**config.mk**
```make
export PLATFORM = sky130hd
export DESIGN_NAME = rpm_meter_flat
export DESIGN_NICKNAME = d
export VERILOG_FILES = /design/src/rtl/rpm_meter_if.sv /design/src/rtl/rpm_meter.sv /design/src/flat_wrapper.sv
export SDC_FILE = /design/constraint.sdc
export NUM_CORES = 1
export LEC_CHECK = 0
export CORE_ASPECT_RATIO = 0.6
export CORE_UTILIZATION = 51
export DETAILED_ROUTE_END_ITERATION = 8
export PLACE_DENSITY = 0.75
export SETUP_SLACK_MARGIN = 0.05
export SYNTH_ARGS = -nofsm -noshare
export SYNTH_HDL_FRONTEND = slang
export SYNTH_SLANG_ARGS = --single-unit
```
**constraint.sdc**
```tcl
create_clock -name clk -period 5.3 [get_ports clk]
set_input_delay 1.06 -clock clk [delete_from_list [all_inputs] [get_ports clk]]
set_output_delay 1.06 -clock clk [all_outputs]
set_load 0.005 [all_outputs]
```
**src/rtl/rpm_meter_if.sv**
```systemverilog
// rpm_meter_if: groups the tach input and measurement outputs of rpm_meter.
//   pulse        asynchronous tach input, rising edge = one pulse
//   period       averaged pulse interval in clk cycles
//   period_valid one-cycle strobe when period updates
//   rpm          DIV_CONST / period, truncated
//   rpm_valid    one-cycle strobe when rpm updates
//   stalled      no pulse edge seen within the timeout window
//   busy         divider is running
// master: the meter itself; slave: the tach source / display side.
interface rpm_meter_if #(
    parameter int unsigned WIDTH = 32
);
    logic             pulse;
    logic [WIDTH-1:0] period;
    logic             period_valid;
    logic [WIDTH-1:0] rpm;
    logic             rpm_valid;
    logic             stalled;
    logic             busy;

    modport master (
        input  pulse,
        output period, period_valid, rpm, rpm_valid, stalled, busy
    );

    modport slave (
        output pulse,
        input  period, period_valid, rpm, rpm_valid, stalled, busy
    );
endinterface

```
**src/rtl/rpm_meter.sv**
```systemverilog
// rpm_meter: measures the clk-cycle interval between rising edges of an
// asynchronous tach pulse, averages the last 2^AVG_LOG2 intervals with a
// running sum, and converts the average period to RPM with a sequential
// restoring divider (one quotient bit per cycle).
// Ports:
//   clk    system clock, all logic on posedge
//   rst_n  asynchronous active-low reset
//   bus    rpm_meter_if.master (pulse in; period/rpm/strobes/stalled/busy out)
module rpm_meter #(
    parameter int unsigned WIDTH       = 32,
    parameter int unsigned AVG_LOG2    = 2,
    parameter int unsigned DIV_CONST   = 720000000,
    parameter int unsigned TIMEOUT     = 12000000,
    parameter int unsigned SYNC_STAGES = 2
) (
    input  logic        clk,
    input  logic        rst_n,
    rpm_meter_if.master bus
);
    localparam int unsigned N  = 1 << AVG_LOG2;
    localparam int unsigned SW = WIDTH + AVG_LOG2;
    localparam int unsigned CW = $clog2(WIDTH + 1);
    localparam int unsigned FW = AVG_LOG2 + 1;

    typedef enum logic {
        S_IDLE,
        S_RUN
    } div_state_t;

    // ------------------------------------------------------------------
    // Input synchroniser and rising-edge detect
    // ------------------------------------------------------------------
    logic [SYNC_STAGES-1:0] sync_r;
    logic                   sync_q;
    logic                   sync_qq;
    logic                   pulse_edge;

    assign sync_q     = sync_r[SYNC_STAGES-1];
    assign pulse_edge = sync_q & ~sync_qq;

    always_ff @(posedge clk or negedge rst_n) begin
        if (!rst_n) begin
            sync_r  <= '0;
            sync_qq <= 1'b0;
        end else begin
            sync_r  <= {sync_r[SYNC_STAGES-2:0], bus.pulse};
            sync_qq <= sync_q;
        end
    end

    // ------------------------------------------------------------------
    // Interval timer and stall detection
    // ------------------------------------------------------------------
    logic [WIDTH-1:0] timer;
    logic             stalled_r;
    logic             first_edge;
    logic             stall_evt;
    logic             sample;

    // An edge in the timeout cycle wins, so a stall needs a quiet cycle.
    assign stall_evt = !pulse_edge && !stalled_r && (timer >= WIDTH'(TIMEOUT));
    assign sample    = pulse_edge && !first_edge;

    always_ff @(posedge clk or negedge rst_n) begin
        if (!rst_n) begin
            timer <= '0;
        end else if (pulse_edge) begin
            timer <= WIDTH'(1);
        end else if (stalled_r || stall_evt) begin
            timer <= timer;
        end else if (timer != '1) begin
            timer <= timer + 1'b1;
        end
    end

    // ------------------------------------------------------------------
    // Ring buffer, running sum and averaged period
    // ------------------------------------------------------------------
    logic [WIDTH-1:0]    sbuf [N];
    logic [AVG_LOG2-1:0] idx;
    logic [FW-1:0]       fill;
    logic [SW-1:0]       sum;
    logic                avg_req;
    logic [WIDTH-1:0]    period_r;
    logic                period_valid_r;

    always_ff @(posedge clk or negedge rst_n) begin
        if (!rst_n) begin
            for (int unsigned i = 0; i < N; i++) begin
                sbuf[i] <= '0;
            end
            idx            <= '0;
            fill           <= '0;
            sum            <= '0;
            avg_req        <= 1'b0;
            period_r       <= '0;
            period_valid_r <= 1'b0;
            stalled_r      <= 1'b1;
            first_edge     <= 1'b1;
        end else if (stall_evt) begin
            for (int unsigned i = 0; i < N; i++) begin
                sbuf[i] <= '0;
            end
            idx            <= '0;
            fill           <= '0;
            sum            <= '0;
            avg_req        <= 1'b0;
            period_r       <= '0;
            period_valid_r <= 1'b0;
            stalled_r      <= 1'b1;
            first_edge     <= 1'b1;
        end else begin
            period_valid_r <= 1'b0;
            avg_req        <= 1'b0;

            if (pulse_edge) begin
                stalled_r  <= 1'b0;
                first_edge <= 1'b0;
            end

            if (sample) begin
                sbuf[idx] <= timer;
                idx       <= idx + 1'b1;
                sum       <= sum + SW'(timer) - SW'(sbuf[idx]);
                if (fill != FW'(N)) begin
                    fill <= fill + 1'b1;
                end
                // Buffer is full once this sample lands.
                avg_req <= (fill >= FW'(N - 1));
            end

            // Sum was updated on the sample cycle; divide it one cycle later.
            if (avg_req) begin
                period_r       <= sum[SW-1:AVG_LOG2];
                period_valid_r <= 1'b1;
            end
        end
    end

    // ------------------------------------------------------------------
    // Divider FSM
    // ------------------------------------------------------------------
    div_state_t       state;
    div_state_t       state_next;
    logic             div_load;
    logic             div_step;
    logic             div_last;
    logic             pending;
    logic [CW-1:0]    step_cnt;
    logic [WIDTH-1:0] quo;
    logic [WIDTH-1:0] rem;
    logic [WIDTH-1:0] divisor;
    logic [WIDTH-1:0] rpm_r;
    logic             rpm_valid_r;

    always_ff @(posedge clk or negedge rst_n) begin
        if (!rst_n) begin
            state <= S_IDLE;
        end else begin
            state <= state_next;
        end
    end

    // A request waiting at the last RUN step reloads straight away so busy
    // stays high across back-to-back divisions.
    always_comb begin
        state_next = state;
        div_load   = 1'b0;
        div_step   = 1'b0;
        div_last   = 1'b0;
        if (stall_evt) begin
            state_next = S_IDLE;
        end else begin
            case (state)
                S_IDLE: begin
                    if (period_valid_r || pending) begin
                        div_load   = 1'b1;
                        state_next = S_RUN;
                    end
                end
                S_RUN: begin
                    div_step = 1'b1;
                    if (step_cnt == CW'(WIDTH - 1)) begin
                        div_last = 1'b1;
                        if (period_valid_r || pending) begin
                            div_load = 1'b1;
                        end else begin
                            state_next = S_IDLE;
                        end
                    end
                end
                default: state_next = S_IDLE;
            endcase
        end
    end

    // Restoring step: shift next dividend bit into the remainder, subtract
    // when it fits. The true remainder is below the divisor, so WIDTH bits
    // of the difference are exact. A zero divisor always fits -> all ones.
    logic [WIDTH:0]   rem_shift;
    logic             rem_ge;
    logic [WIDTH-1:0] rem_next;
    logic [WIDTH-1:0] quo_next;

    always_comb begin
        rem_shift = {rem, quo[WIDTH-1]};
        rem_ge    = (rem_shift >= {1'b0, divisor});
        rem_next  = rem_shift[WIDTH-1:0];
        quo_next  = {quo[WIDTH-2:0], 1'b0};
        if (rem_ge) begin
            rem_next = rem_shift[WIDTH-1:0] - divisor;
            quo_next = {quo[WIDTH-2:0], 1'b1};
        end
    end

    always_ff @(posedge clk or negedge rst_n) begin
        if (!rst_n) begin
            pending     <= 1'b0;
            step_cnt    <= '0;
            quo         <= '0;
            rem         <= '0;
            divisor     <= '0;
            rpm_r       <= '0;
            rpm_valid_r <= 1'b0;
        end else if (stall_evt) begin
            pending     <= 1'b0;
            step_cnt    <= '0;
            rpm_r       <= '0;
            rpm_valid_r <= 1'b0;
        end else begin
            rpm_valid_r <= div_last;
            if (div_last) begin
                rpm_r <= quo_next;
            end

            if (div_load) begin
                pending <= 1'b0;
            end else if (period_valid_r && state == S_RUN) begin
                pending <= 1'b1;
            end

            if (div_load) begin
                quo      <= WIDTH'(DIV_CONST);
                rem      <= '0;
                divisor  <= period_r;
                step_cnt <= '0;
            end else if (div_step) begin
                quo      <= quo_next;
                rem      <= rem_next;
                step_cnt <= step_cnt + 1'b1;
            end
        end
    end

    // ------------------------------------------------------------------
    // Outputs
    // ------------------------------------------------------------------
    assign bus.period       = period_r;
    assign bus.period_valid = period_valid_r;
    assign bus.rpm          = rpm_r;
    assign bus.rpm_valid    = rpm_valid_r;
    assign bus.stalled      = stalled_r;
    assign bus.busy         = (state == S_RUN);

endmodule
```
**src/flat_wrapper.sv**
```systemverilog
// flat-port wrapper written by rule: the top's interface ports become plain ports
module rpm_meter_flat 
#(
    parameter int unsigned WIDTH       = 32,
    parameter int unsigned AVG_LOG2    = 2,
    parameter int unsigned DIV_CONST   = 720000000,
    parameter int unsigned TIMEOUT     = 12000000,
    parameter int unsigned SYNC_STAGES = 2
)
  (clk, rst_n, bus_pulse, bus_period, bus_period_valid, bus_rpm, bus_rpm_valid, bus_stalled, bus_busy);
  rpm_meter_if #(.WIDTH(WIDTH)) bus_i ();
  input  logic clk;
  input  logic rst_n;
  input wire logic [$bits(bus_i.pulse)-1:0] bus_pulse;
  output wire logic [$bits(bus_i.period)-1:0] bus_period;
  output wire logic [$bits(bus_i.period_valid)-1:0] bus_period_valid;
  output wire logic [$bits(bus_i.rpm)-1:0] bus_rpm;
  output wire logic [$bits(bus_i.rpm_valid)-1:0] bus_rpm_valid;
  output wire logic [$bits(bus_i.stalled)-1:0] bus_stalled;
  output wire logic [$bits(bus_i.busy)-1:0] bus_busy;
  assign bus_i.pulse = bus_pulse;
  assign bus_period = bus_i.period;
  assign bus_period_valid = bus_i.period_valid;
  assign bus_rpm = bus_i.rpm;
  assign bus_rpm_valid = bus_i.rpm_valid;
  assign bus_stalled = bus_i.stalled;
  assign bus_busy = bus_i.busy;
  rpm_meter #(.WIDTH(WIDTH), .AVG_LOG2(AVG_LOG2), .DIV_CONST(DIV_CONST), .TIMEOUT(TIMEOUT), .SYNC_STAGES(SYNC_STAGES)) u_core (.clk(clk), .rst_n(rst_n), .bus(bus_i));
endmodule
```
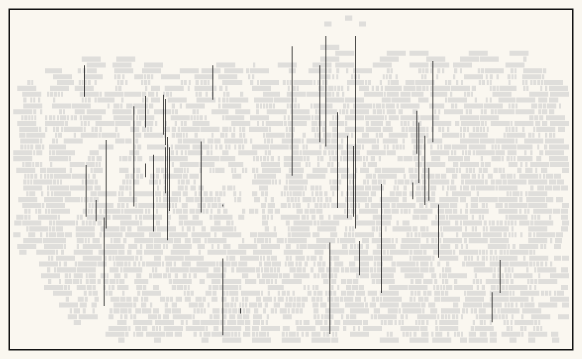
(images/m4.png)
The wires run mostly vertical. The layer holds 2.1% of the routed length. The longest straight run is 89.1 um.

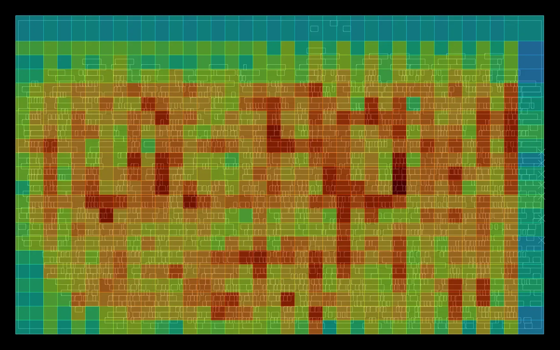
(images/congestion_map.png)
GR Util met1: 0.4028
Final Util: 0.5808

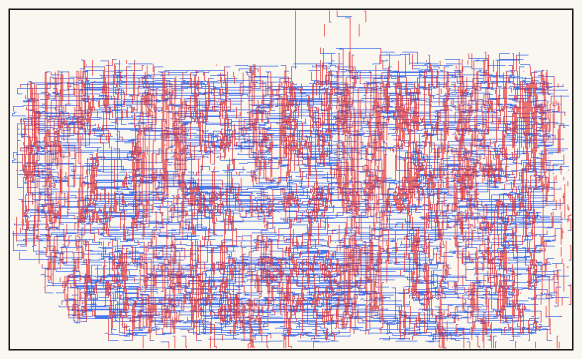
(images/layers.png)
Only two layers are drawn.
Red shows M2, wire length 22.9 mm. Blue shows M1, wire length 25.1 mm.

==> out/results.ini <==
[synthesis]
postSynthAreaPerCell_um2=9.117
synth_top_area_share=0.4544
syn-instance-count=2253
top_area_cell=dfrtp_1
synth_flops=374
synthTopCellsByCount=nand2_1, dfrtp_1, o21ai_0
ys_cells=2253
most_common_cell=nand2_1
synth_area_mm2=0.02054
edf_count=0
yosys_area_mm2=0.02054
async_reset_ff_frac=1.000
syn_nets=2365
synth.distinct_cells=83

[final_timing]
setup_violations=0
tightest_slew_ns=1.238
skew_ns=0.02821
hold-worst-slack_ns=0.3776
max_freq_mhz=209.4
maxSlewHeadroom=0.1748
fin_setup_tns_ns=0
finalCriticalPeriod_ns=4.775
timing.final.crit_share=0.9009
finalHoldViolations=0

[clocking]
cts.path.max_buffers=3
cts.clk_slew.worst_paths_ns=0.07
numCtsBuffers=36
clock_latency_ns=0.56
postCtsSetupBuffers=0

[worst_setup_path]
worst-setup-path-type=flop to flop
critPathCapture=u_core.sum[31]
cp-end-kind=flop
cp.depth=14
cp-start-kind=flop
crit_family=AND-OR/OR-AND gates
r2r_cells=14
cpMostUsedCell=a21oi_1
cp_data_required_time_ns=5.73
slowest_delay_ns=0.62
cp.arrival_ns=5.21

[routing]
wl_met3_um=4900
dr_total_vias=16302
drc=7
wl_per_cell_um=19.35
top_layer=met5
viasPerCell=5.835
drt-initial-drc-count=1702
first_pass_iters=9
route.met2.wl_um=22920
ant_nets=0

[place]
place_congestion=0.9868
portBuffers=70
place_hpwl_um=37680

[worst_hold_path]
min_from=u_core.sync_r[0]
hold_path_end=u_core.sync_r[1]
whs_path_depth=0

[finish]
largest_reg_flops=128
area_growth_pct=11.34
seq_area_mm2=0.009363
antennaDiodeCount=0
regMostFlops=u_core.sbuf
drive_gt1_frac=0.06954

[grt]
gr-total-overflow=0
antenna_found_initial=1
grt_pass1_vias=15883
grt_max_degree=100
globalRoute.busiestLayer=met1
met2_usage=0.3923

[floorplanning]
rows=56
core_mm2=0.03938
dieHeight_um=157.5
fp-utilization=0.5216
chip_area_mm2=0.04111
die_x_um=261.1
io_pins=71

[pwr]
irDropWorstVdd_mv=0.2784
powerComb_mw=7.52
leakage_nw=10.13
seq-power_mw=4.28
p_per_area_mw_per_mm2=637.1
swShare=0.4260
internal-power_mw=8.363
power.group.top=combinational logic

[status]
violations=design-rule violations
status=finished, violations left

==> per-stage QoR <==
step                cell area (um2)  utilization  worst slack, ns  total power, mW  instances
floorplan                     20540            -           0.6778            9.533       2253
detailed placement            21610       0.5488           0.6675            11.65       2729
global route                  22870       0.5808           0.3542            15.59       2794
CTS                           22870       0.5808           0.6237            14.47       2794
global placement              21610       0.5488           0.8414            11.43       2729
finish                        22870       0.5808           0.5254            14.57       2794
==> kinds of logic after synthesis <==
logic type                 Yosys count  synth area share
xor gates and xnor gates            79           0.03368
and+or+nand+nor                    746            0.1509
muxes                               79           0.05805
buffers and inverters              322           0.06341
AOI/OAI and AO/OA                  544            0.1598
adders and majority gates          109           0.07845
DFF                                374            0.4557
==> area by class of cell <==
type                            count  area share
Multi-Input combinational cell   1557      0.4362
Sequential cell                   374      0.4094
Clock buffer                       48     0.04486
Timing Repair Buffer               94     0.04092
Inverter                          182     0.02987
Tap cell                          522     0.02856
Clock inverter                     17     0.01018
==> layout by cell type (no fill, tap or decap), types with 13 or more instances in the layout <==
master	n
inv_1	182
nand4_1	13
a21oi_1	104
xnor2_1	49
buf_4	20
a32oi_1	14
dfrtp_1	371
o22ai_1	31
xor2_1	30
nor2_1	126
o21ai_0	258
clkdlybuf4s50_1	69
a21o_1	41
clkbuf_16	36
mux2i_1	46
nand3_1	28
fa_1	33
nor3_1	17
mux4_2	32
nand2_1	493
ha_1	76
==> worst register-to-register path, cell delays in order, from the launching register on <==
cell	delay, ns
dfrtp_2	0.55
buf_12	0.22
mux4_2	0.58
fa_1	0.50
inv_1	0.04
ha_1	0.36
a21o_1	0.14
a21oi_1	0.08
a21oi_1	0.34
o21ai_0	0.22
a31oi_1	0.42
o41ai_2	0.16
o31ai_1	0.62
nor2_1	0.13
a211o_1	0.30
Power is estimated from default activity; no workload was simulated.
